Design traffic_phase_ctrl, sky130hd; sources not shown.
Run 1, logic cells by family:
(3 px per micron)
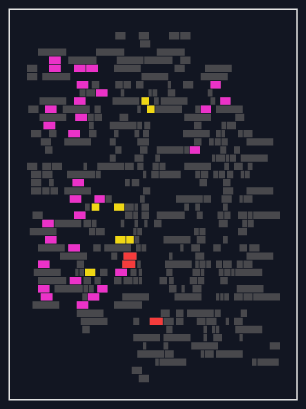
| colour | family | cells |
|---|---|---|
| magenta | multiplexers | 30 |
| red | adder and majority cells | 3 |
| yellow | AND-OR and OR-AND gates | 7 |
highest-count logic cell in the final layout: sky130_fd_sc_hd__dfrtp_1
count of placed standard cells in the final layout, fillers left out: 463
share of cell area taken by multi-input logic gates: 39.7%

Run 1, clock routing:
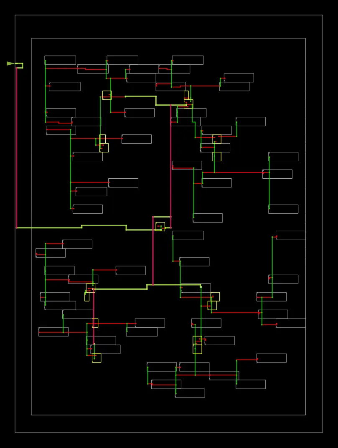
clock distribution power: 540 uW
largest clock skew in the final design: 0.0191 ns
number of buffers created by CTS: 9

Run 1, where the registers sit:
(2 px per micron)
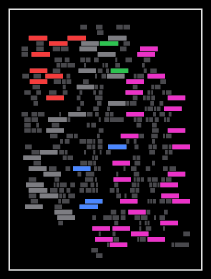
| colour | name in the netlist | flops |
|---|---|---|
| green | lamp_g | 2 |
| red | green_q | 8 |
| magenta | u_tick.cnt_q | 26 |
| blue | count_down | 4 |
not coloured: 21
post-layout utilization of the core: 36.9%
Seq power: 1.05 mW
area used by sequential logic in the layout: 1540 sq um
share of cell area taken by flip-flops and latches: 42.0%

==> flow_summary.json, run 1 <==
{
  "global_route.overflow_total": 0,
  "nonClockBufferCount": 38,
  "slew_viol_final": 0,
  "comb_power_share_pct": 9.0,
  "max_ffs_per_register": 26,
  "synth-xor-area-share_pct": 4.86,
  "buffers_on_ports": 23,
  "antenna_left": 0,
  "drc": 0,
  "grtUsageMet3_pct": 3.43,
  "final.clkbuf_count": 12,
  "cts.sinks": 61,
  "outcome": "complete, no violations",
  "design.final.nets": 339,
  "simple_gate_share_pct": 21.4,
  "ys_top_cells_by_area": "sky130_fd_sc_hd__dfrtp_1 41%, sky130_fd_sc_hd__dfstp_2 9.4%, sky130_fd_sc_hd__mux2_2 8.8%, sky130_fd_sc_hd__xnor2_1 3.4%, sky130_fd_sc_hd__nand3_1 2.4%",
  "grt_pass1_vias": 2443,
  "timing.slew.headroom_pct": 58.5,
  "comb_cell_power_uw": 158,
  "post-synth-top-area-cell": "sky130_fd_sc_hd__dfrtp_1",
  "synth-async-reset-ratio_pct": 100,
  "edf_count": 0,
  "clockBufferDepth": 2,
  "max_cap_violations": 0,
  "worst-path-stages": 5,
  "seq_power_share_pct": 60.1,
  "setup-tns-final_ns": 0,
  "timing.critical_path.fanout_max": 7,
  "met3WireLength_microns": 196,
  "buffer_area_share_pct": 9.96,
  "routed_wirelength_microns": 7470,
  "inv_count": 8,
  "worstSkewPairLatency_ns": 0.42,
  "taps": 135,
  "hold_ws_ns": 0.486,
  "timing_worst_slew_pin_value_ns": 0.622,
  "leading_cell_kind": "sequential cells",
  "layout_worst_path_cycle_share_pct": 79.4,
  "yosys_warnings": 0,
  "vias": 2381,
  "die_area_sq_um": 12400,
  "power.leakage_nw": 1.47,
  "postCtsResizedCells": 0
}
Run 1, signal wires by layer:
(3 px per micron)
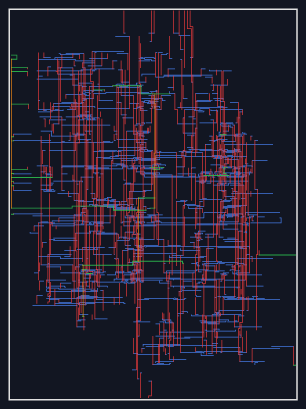

==> run 2: changes to the inputs <==
clock period = 2.1 ns   (was 2.65 ns; I/O delays follow)
Run 2, signal wires by layer:
(3 px per micron)
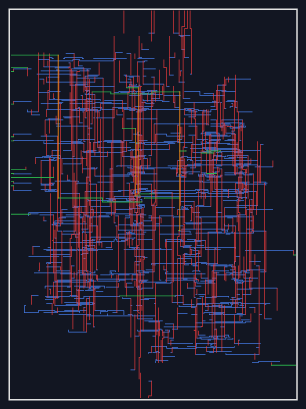
| colour | layer | wire length |
|---|---|---|
| orange | met4 | 152 microns |
| red | met2 | 4090 microns |
| green | met3 | 180 microns |
| blue | met1 | 3360 microns |
routed len/inst: 16.1 microns
total via count in the routed design: 2386
total wire length after detailed routing: 7780 microns
overall track demand over capacity in global routing: 14.1%

Run 2, nets reached from selected ports:
(4 px per micron)
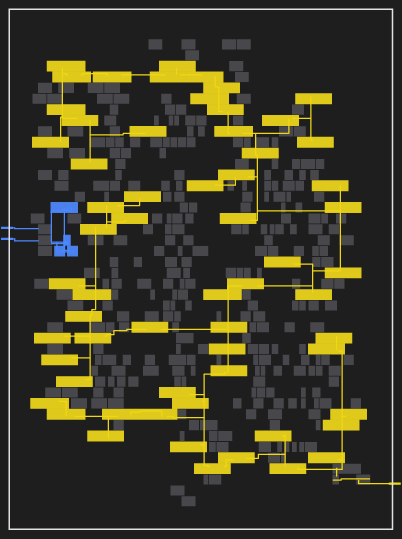
| colour | port | direction | end cells | buffers | wire |
|---|---|---|---|---|---|
| yellow | reset | input | 61 | 3 | 526 microns |
| blue | prog_sel | input | 5 | 2 | 58.1 microns |
Buffers on Ports: 23
I/O pin total: 26

==> run 2 against run 1 <==
  * Maximum frequency grew 5.7%
  * Power is 27% higher
  * Global-route usage rose by 0.40 points
  * Worst setup slack worse by 0.44 ns
  * Clock skew shrank 0.0050 ns
  * Synthesized cell count is the same
  * Combinational power up 25%
  * Highest routed layer unchanged
  * Non-clock buffer count rose by 19
  * Sequential share of layout area is 1.5 points lower
  * Critical path depth unchanged
  * Register-to-register slack worse by 0.44 ns
==> flow_summary.json, run 2 <==
{
  "comb_power_share_pct": 8.9,
  "grtUsageMet3_pct": 3.37,
  "worst-path-stages": 5,
  "highest_count_logic_cell_in_the_final_layout": "sky130_fd_sc_hd__dfrtp_1",
  "die_area_sq_um": 12400,
  "hold_ws_ns": 0.439,
  "taps": 135,
  "layout.cells.non_filler": 482,
  "area_used_by_sequential_logic_in_the_layout_sq_um": 1540,
  "timing.slew.headroom_pct": 58.9,
  "edf_count": 0,
  "worstSkewPairLatency_ns": 0.40,
  "outcome": "complete, no violations",
  "clockBufferDepth": 2,
  "sequential_cell_total": 61,
  "met3WireLength_microns": 179,
  "simple_gate_share_pct": 21.4,
  "cts_made_buffers": 9,
  "cts.sinks": 61,
  "synth-async-reset-ratio_pct": 100,
  "post-synth-top-area-cell": "sky130_fd_sc_hd__dfrtp_1",
  "leading_cell_kind": "sequential cells",
  "layout_worst_path_cycle_share_pct": 94.7,
  "postCtsResizedCells": 0,
  "pwr.group.sequential_mw": 1.33,
  "inv_count": 8,
  "timing_worst_slew_pin_value_ns": 0.610,
  "final.clkbuf_count": 13,
  "synth-xor-area-share_pct": 4.86,
  "timing.critical_path.fanout_max": 3,
  "yosys_warnings": 0,
  "fin_worst_skew_ns": 0.0141,
  "max_ffs_per_register": 26,
  "share_of_cell_area_taken_by_flip_flops_and_latches_pct": 40.5,
  "syn-instance-count": 284,
  "max_cap_violations": 0,
  "design.final.nets": 358,
  "ys_top_cells_by_area": "sky130_fd_sc_hd__dfrtp_1 41%, sky130_fd_sc_hd__dfstp_2 9.4%, sky130_fd_sc_hd__mux2_2 8.8%, sky130_fd_sc_hd__xnor2_1 3.4%, sky130_fd_sc_hd__nand3_1 2.4%",
  "drc": 0,
  "warning_count": 29,
  "grt_pass1_vias": 2546,
  "seq_power_share_pct": 59.7,
  "fmaxAchievable_ghz": 0.503,
  "power.clock.total_uw": 697,
  "slew_viol_final": 0,
  "buffer_area_share_pct": 13.0,
  "nonClockBufferCount": 57,
  "antenna_left": 0
}
Power figures rest on the tool's default switching activity, not on a simulated workload.
